`src/rtl/tm_multiclass_engine.sv`:
```
// Multi-class Tsetlin machine engine: shared clause/chunk sequencer, signed class sums, sequential argmax.
// Optional build macro TM_SUM_CLAMP_EN saturates each class sum to [-THRESHOLD, +THRESHOLD].
module tm_multiclass_engine #(
  parameter int unsigned           N_CLASSES = 10,
  parameter int unsigned           CLAUSES   = 2000,
  parameter int unsigned           LA_CHUNKS = 49,
  parameter int unsigned           INT_SIZE  = 32,
  parameter logic [INT_SIZE-1:0]   FILTER    = '1,
  parameter int                    THRESHOLD = 15
) (
  input  logic                            clk,
  input  logic                            rst_flag,
  input  logic                            start,
  input  logic [INT_SIZE-1:0]             xin,
  input  logic [N_CLASSES*INT_SIZE-1:0]   ta_include,
  output logic [$clog2(CLAUSES)-1:0]      clause_idx,
  output logic [$clog2(LA_CHUNKS)-1:0]    chunk_idx,
  output logic [N_CLASSES*INT_SIZE-1:0]   class_sums,
  output logic [$clog2(N_CLASSES)-1:0]    pred_class,
  output logic                            busy,
  output logic                            done
);

  localparam int unsigned CW = $clog2(CLAUSES);
  localparam int unsigned KW = $clog2(LA_CHUNKS);
  localparam int unsigned PW = $clog2(N_CLASSES);
  localparam logic [CW-1:0] LAST_CLAUSE = CW'(CLAUSES - 1);
  localparam logic [KW-1:0] LAST_CHUNK  = KW'(LA_CHUNKS - 1);
  localparam logic [PW-1:0] LAST_CLASS  = PW'(N_CLASSES - 1);
  localparam logic signed [INT_SIZE-1:0] ONE    = INT_SIZE'(1);
  localparam logic signed [INT_SIZE-1:0] SAT_HI = INT_SIZE'(THRESHOLD);
  localparam logic signed [INT_SIZE-1:0] SAT_LO = -SAT_HI;

`ifdef TM_SUM_CLAMP_EN
  localparam bit CLAMP = 1'b1;
`else
  localparam bit CLAMP = 1'b0;
`endif

  typedef enum logic [1:0] {S_IDLE, S_RUN, S_ARGMAX, S_DONE} state_t;
  state_t state, state_nxt;

  logic signed [INT_SIZE-1:0] sums_q [N_CLASSES];
  logic signed [INT_SIZE-1:0] best_val;
  logic [PW-1:0]              best_idx, arg_idx;
  logic [N_CLASSES-1:0]       ok_q, any_q, ok_cur, any_cur;
  logic                       first_chunk, last_chunk, last_pair, arg_last, better;

  // Flag reset at clause start is folded into the combinational update so
  // chunk 0 evaluates against fresh 1/0 values without an extra cycle.
  always_comb begin
    logic [INT_SIZE-1:0] inc_m, viol_m;
    inc_m       = '0;
    viol_m      = '0;
    ok_cur      = '0;
    any_cur     = '0;
    first_chunk = (chunk_idx == '0);
    last_chunk  = (chunk_idx == LAST_CHUNK);
    last_pair   = last_chunk && (clause_idx == LAST_CLAUSE);
    arg_last    = (arg_idx == LAST_CLASS);
    better      = (arg_idx == '0) || (sums_q[arg_idx] > best_val);
    for (int unsigned k = 0; k < N_CLASSES; k++) begin
      inc_m = ta_include[k*INT_SIZE +: INT_SIZE];
      if (last_chunk) inc_m = inc_m & FILTER;
      viol_m     = inc_m & ~xin;
      ok_cur[k]  = (first_chunk | ok_q[k]) & ~(|viol_m);
      any_cur[k] = (~first_chunk & any_q[k]) | (|inc_m);
    end
  end

  always_comb begin
    state_nxt = state;
    unique case (state)
      S_IDLE:   if (start) state_nxt = S_RUN;
      S_RUN:    if (last_pair) state_nxt = S_ARGMAX;
      S_ARGMAX: if (arg_last) state_nxt = S_DONE;
      S_DONE:   state_nxt = S_IDLE;
      default:  state_nxt = S_IDLE;
    endcase
  end

  always_ff @(posedge clk or negedge rst_flag) begin
    if (!rst_flag) state <= S_IDLE;
    else           state <= state_nxt;
  end

  always_ff @(posedge clk or negedge rst_flag) begin
    if (!rst_flag) begin
      clause_idx <= '0;
      chunk_idx  <= '0;
      ok_q       <= '0;
      any_q      <= '0;
      arg_idx    <= '0;
      best_idx   <= '0;
      best_val   <= '0;
      pred_class <= '0;
      for (int unsigned k = 0; k < N_CLASSES; k++) sums_q[k] <= '0;
    end else begin
      unique case (state)
        S_IDLE: if (start) begin
          clause_idx <= '0;
          chunk_idx  <= '0;
          ok_q       <= '1;
          any_q      <= '0;
          arg_idx    <= '0;
          for (int unsigned k = 0; k < N_CLASSES; k++) sums_q[k] <= '0;
        end
        S_RUN: begin
          ok_q  <= ok_cur;
          any_q <= any_cur;
          if (last_chunk) begin
            for (int unsigned k = 0; k < N_CLASSES; k++) begin
              if (ok_cur[k] && any_cur[k]) begin
                if (!clause_idx[0]) begin
                  if (!(CLAMP && sums_q[k] >= SAT_HI)) sums_q[k] <= sums_q[k] + ONE;
                end else begin
                  if (!(CLAMP && sums_q[k] <= SAT_LO)) sums_q[k] <= sums_q[k] - ONE;
                end
              end
            end
          end
          if (last_pair) begin
            clause_idx <= '0;
            chunk_idx  <= '0;
          end else if (last_chunk) begin
            chunk_idx  <= '0;
            clause_idx <= clause_idx + 1'b1;
          end else begin
            chunk_idx  <= chunk_idx + 1'b1;
          end
        end
        S_ARGMAX: begin
          if (better) begin
            best_val <= sums_q[arg_idx];
            best_idx <= arg_idx;
          end
          if (arg_last) begin
            arg_idx    <= '0;
            pred_class <= better ? arg_idx : best_idx;
          end else begin
            arg_idx <= arg_idx + 1'b1;
          end
        end
        default: ;
      endcase
    end
  end

  always_comb begin
    class_sums = '0;
    for (int unsigned k = 0; k < N_CLASSES; k++)
      class_sums[k*INT_SIZE +: INT_SIZE] = sums_q[k];
    busy = (state == S_RUN) || (state == S_ARGMAX);
    done = (state == S_DONE);
  end

endmodule

```
`config.mk`:
```
export PLATFORM = sky130hd
export DESIGN_NAME = tm_multiclass_engine
export DESIGN_NICKNAME = d
export VERILOG_FILES = /design/src/rtl/tm_multiclass_engine.sv
export SDC_FILE = /design/constraint.sdc
export NUM_CORES = 2
export LEC_CHECK = 0
export CAP_MARGIN = 25
export CORE_MARGIN = 5
export CORE_UTILIZATION = 45
export CTS_BUF_LIST = sky130_fd_sc_hd__clkbuf_16
export DETAILED_ROUTE_END_ITERATION = 8
export PLACE_DENSITY = 0.71
export SYNTH_ARGS = -nofsm -noshare
export SYNTH_HDL_FRONTEND = slang
export SYNTH_SLANG_ARGS = --single-unit
```
`constraint.sdc`:
```
create_clock -name clk -period 11.5 [get_ports clk]
set_input_delay 1.15 -clock clk [delete_from_list [all_inputs] [get_ports clk]]
set_output_delay 1.15 -clock clk [all_outputs]
set_load 0.02 [all_outputs]
```
### Cell sizes after repair

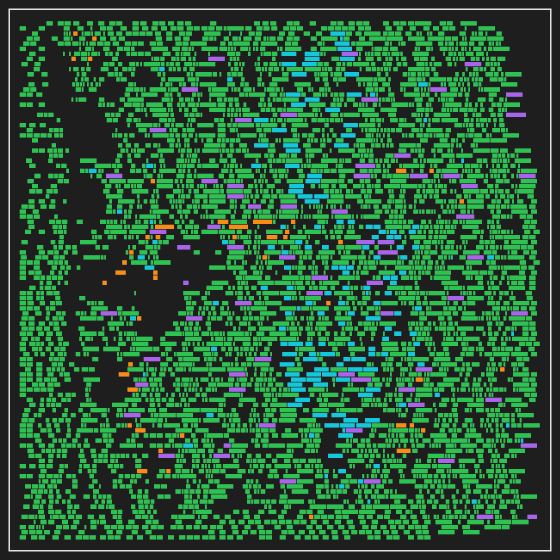
_3 and _4 cells -> orange  # cells 45, share 0.97%
_2 cells -> cyan  # cells 170, share 3.7%
_6 and larger -> purple  # cells 68, share 1.5%
_0 and _1 cells -> green  # cells 4365, share 94%

### Cell area per tile

Scale bar: 100 um. The die is cut into 29 by 29 equal tiles; dark blue is low, red is high, 0 to 100% covered.
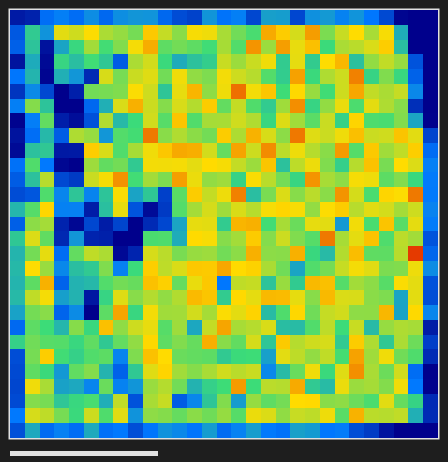
fullest tile = 93%
mean over tiles = 52%
tiles over 75% full = 12%
nearly empty tiles = 3.6%

### Congestion heat map

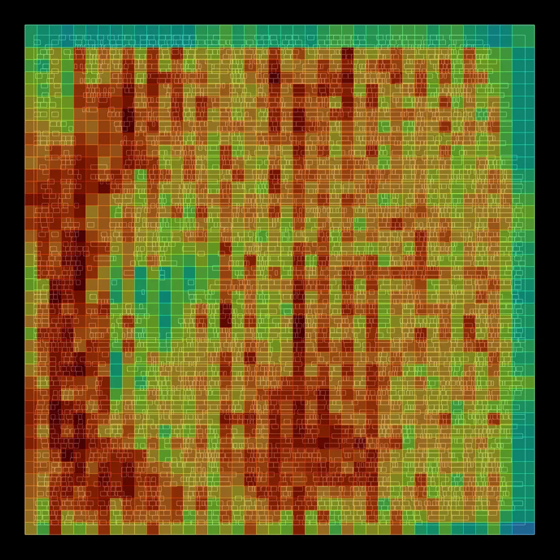
GRT Overall Usage: 0.363
utilization of the core after routing: 0.581

==> qor.log <==
[setup_path] CP dominant cell by count sky130_fd_sc_hd__o21ai_0
[route] total length of routed met3 wires 14100 um
[final_timing] final hold slack 446 ps
[route] Wirelength per Cell 27.6 um
[synth] post-synth cell types 87
[layout] # nets final 5323
[global_routing] global-route met1 utilization 0.446
[synth] cells in synth_stat.txt 3963
[layout] comb_multi_in 3273
[floorplan] Horiz. Die Dim 289 um
[route] DR iter-0 viols 3541
[cts] clock-pin slew reported for the worst setup and hold paths after clock tree synthesis 60 ps
[route] post-detailed-route count of antenna-violating nets 0
[pwr] areal power density over the cells 73.0 nW/um^2
[placement] total instance count after detailed placement 5602
[final_timing] timing-limited maximum frequency 178 MHz
[layout] signed area change from the synthesized netlist to the final layout 28.4%
[final_timing] min setup slack post-route 5890 ps
[cts] number of buffers created by CTS 50
[setup_path] FF-to-FF path depth 18
[synth] synthesized area per cell 8.82 sq um
[synth] post-synthesis instance total 3963
[synth] number of warnings printed during yosys synthesis 0
[outcome] run status complete, no violations
[synth] largest non-sequential cell family by area AND-OR/OR-AND gates
[global_routing] global-route met2 utilization 0.588
[cts] Clock Tree Buf Depth 3
[synth] EDFF count, synth 0
[placement] routability congestion estimate from global placement 1.06
[pwr] internal power 0.00247 W
[final_timing] setup repair after global routing missed its margin no
[pwr] Sw Share 0.247
[setup_path] slowest CP cell sky130_fd_sc_hd__dfrtp_4
[final_timing] worst clock skew 27.2 ps
[final_timing] final setup vio count 0
[synth] Primary FF master, synth sky130_fd_sc_hd__dfrtp_1
[setup_path] R2R Path End best_val[14]$_DFFE_PN0P_
[route] sum of routed wire length over all layers 157000 um
[floorplan] Die Footprint 83300 sq um
[route] vias after detailed routing 36300
[floorplan] Cell Rows 102
[placement] placed inst area 43200 sq um
[pwr] static power due to leakage 20.8 nW
[flow_run] stage-log warning count 41
[setup_path] maximum fanout along the worst path 41
[layout] max FFs per register 320
[synth] register area share after synthesis 0.289
[global_routing] initial antenna violation count 20
[layout] cell group occupying the most layout area combinational gates
[setup_path] Worst Setup EP best_val[14]$_DFFE_PN0P_
[setup_path] CP delay by family, top AND-OR/OR-AND gates
[layout] count of clock-net buffers in the final layout 53
[layout] top logic cell by instance count in the layout sky130_fd_sc_hd__clkdlybuf4s50_1
[setup_path] kind of end point of the critical path register
[placement] minimum setup slack after placement 5720 ps
[cts] TritonCTS clock tree built
[cts] hold-fix buffers at CTS 0
[setup_path] number of buffer and inverter stages on the critical path 3
[global_routing] pin count of the biggest net entering global routing 159
[global_routing] number of global-route vias before repair 35000
[cts] worst-skew pair later-pin latency 610 ps
[pwr] Combinational Power 0.000287 W
[cts] clock tree sinks 403
[layout] filler instances 6887
[layout] share of cells above drive strength 1 0.0609
[floorplan] Tap Cells 1040
[layout] final standard cell count with taps included and fillers excluded 5705
[synth] complex-gate fraction of the synthesized area 0.276
[pwr] Total Power 0.00328 W
[flow_run] # Max-Cap Violations 0
[route] per-cell via count in the routed design 6.36
[synth] share of async-settable or async-resettable flops after synthesis 1.00
[route] wire length on met1 59300 um
[setup_path] Levels on crit path 18
[global_routing] first-pass GRT wire length 229000 um
[layout] final antenna diode count 17
[layout] seq_cells 403
[final_timing] Final Cycle Share 0.488
[synth] area fraction in and, or, nand and nor cells 0.144
[final_timing] post-layout min period 5610 ps
[route] number of iterations in the first detailed-routing pass 6
[placement] half-perimeter wire length after placement 123000 um
[setup_path] Critical Path AT 6100 ps
[synth] Post-synth regs 403
[layout] number of buffers outside the clock class in the layout 736
[synth] commonest cells in the synthesized netlist 487 x sky130_fd_sc_hd__nand2_1, 403 x sky130_fd_sc_hd__dfrtp_1, 359 x sky130_fd_sc_hd__o21ai_0, 342 x sky130_fd_sc_hd__ha_1, 261 x sky130_fd_sc_hd__a21oi_1
[setup_path] Critical Path Start arg_idx[0]$_DFFE_PN0P_
[synth] floorplan net count 4670
[setup_path] Data required, critical path 11990 ps
[setup_path] element type at the critical path start register
[route] met2 wire length 72000 um
[synth] post-synthesis cell area 34900 sq um
[layout] sequential portion of the cell area 0.225
[setup_path] worst reg-to-reg setup slack 5890 ps
[setup_path] reg2reg start arg_idx[0]$_DFFE_PN0P_
[synth] area share of xor/xnor cells in the synthesized design 0.0682
[layout] area taken by flip-flops and latches 10100 sq um
[layout] multi-input gate share of the layout cell area 0.532
[final_timing] Setup TNS Final 0 ps
[synth] top cells, area sky130_fd_sc_hd__dfrtp_1 29%, sky130_fd_sc_hd__ha_1 12%, sky130_fd_sc_hd__nand2_1 5.2%, sky130_fd_sc_hd__o21ai_0 5.1%, sky130_fd_sc_hd__a21o_1 4.3%
[synth] Yosys top cell by area sky130_fd_sc_hd__dfrtp_1
[setup_path] CP peak stage delay 900 ps
[global_routing] met3 usage 0.0716
[final_timing] number of hold violations in the final report 0
[synth] most common cell in the synthesized netlist sky130_fd_sc_hd__nand2_1
[pwr] maximum vdd drop 91.4 uV
[pwr] power in the clock group 0.00157 W
[pwr] highest-power group clock
[synth] area fraction of the dominant cell type after synthesis 0.289
[pwr] sequential share of power 0.433
[floorplan] floorplan core density 0.453
[min_path] kind of path behind the tightest hold check in -> async
[setup_path] sequence of cells on the critical path buf_4, buf_16, mux4_2, a22oi_1, o21ai_0, ha_1, nor2b_1, o21a_1, o21ai_0, a21oi_1, o31a_1, o21ai_0, and3_1, a311o_1, nand2_1, nand2_1, buf_4, mux2_2
[final_timing] final count of pins violating max slew 0
[layout] final instance area 44900 sq um
[route] Post-route DRC 0
[layout] logic area 23900 sq um
[pwr] Net Switching 0.000808 W
[layout] buffer share of cell area 0.165
[floorplan] Placeable Area 77200 sq um
### Wiring heat map

Scale bar: 100 um. The die is cut into 29 by 29 equal tiles; dark blue is low, red is high, scaled to the fullest tile. Values are wire area over tile area, all layers added.
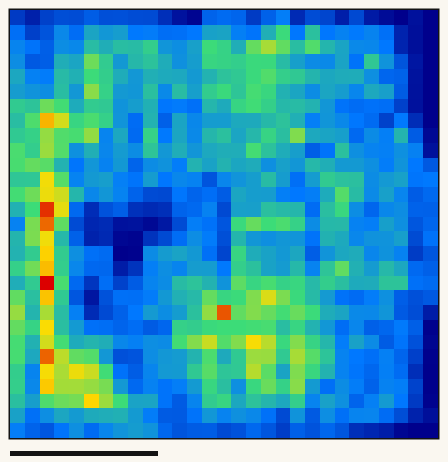
fullest tile = 0.97
nearly empty tiles = 3.0%
mean over tiles = 0.33

### Cell classes on the final placement

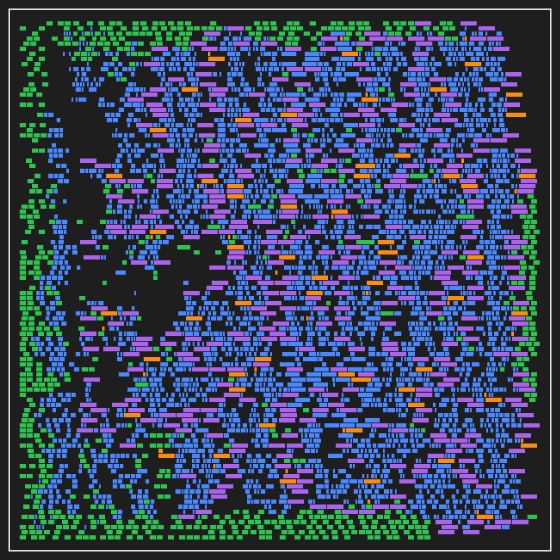
combinational and other logic -> blue  # cells 3425
remaining buffers and delay cells -> green  # cells 736
clock drivers and dummy loads -> orange  # cells 84
sequential cells -> purple  # cells 403

Power is estimated from default activity; no workload was simulated.
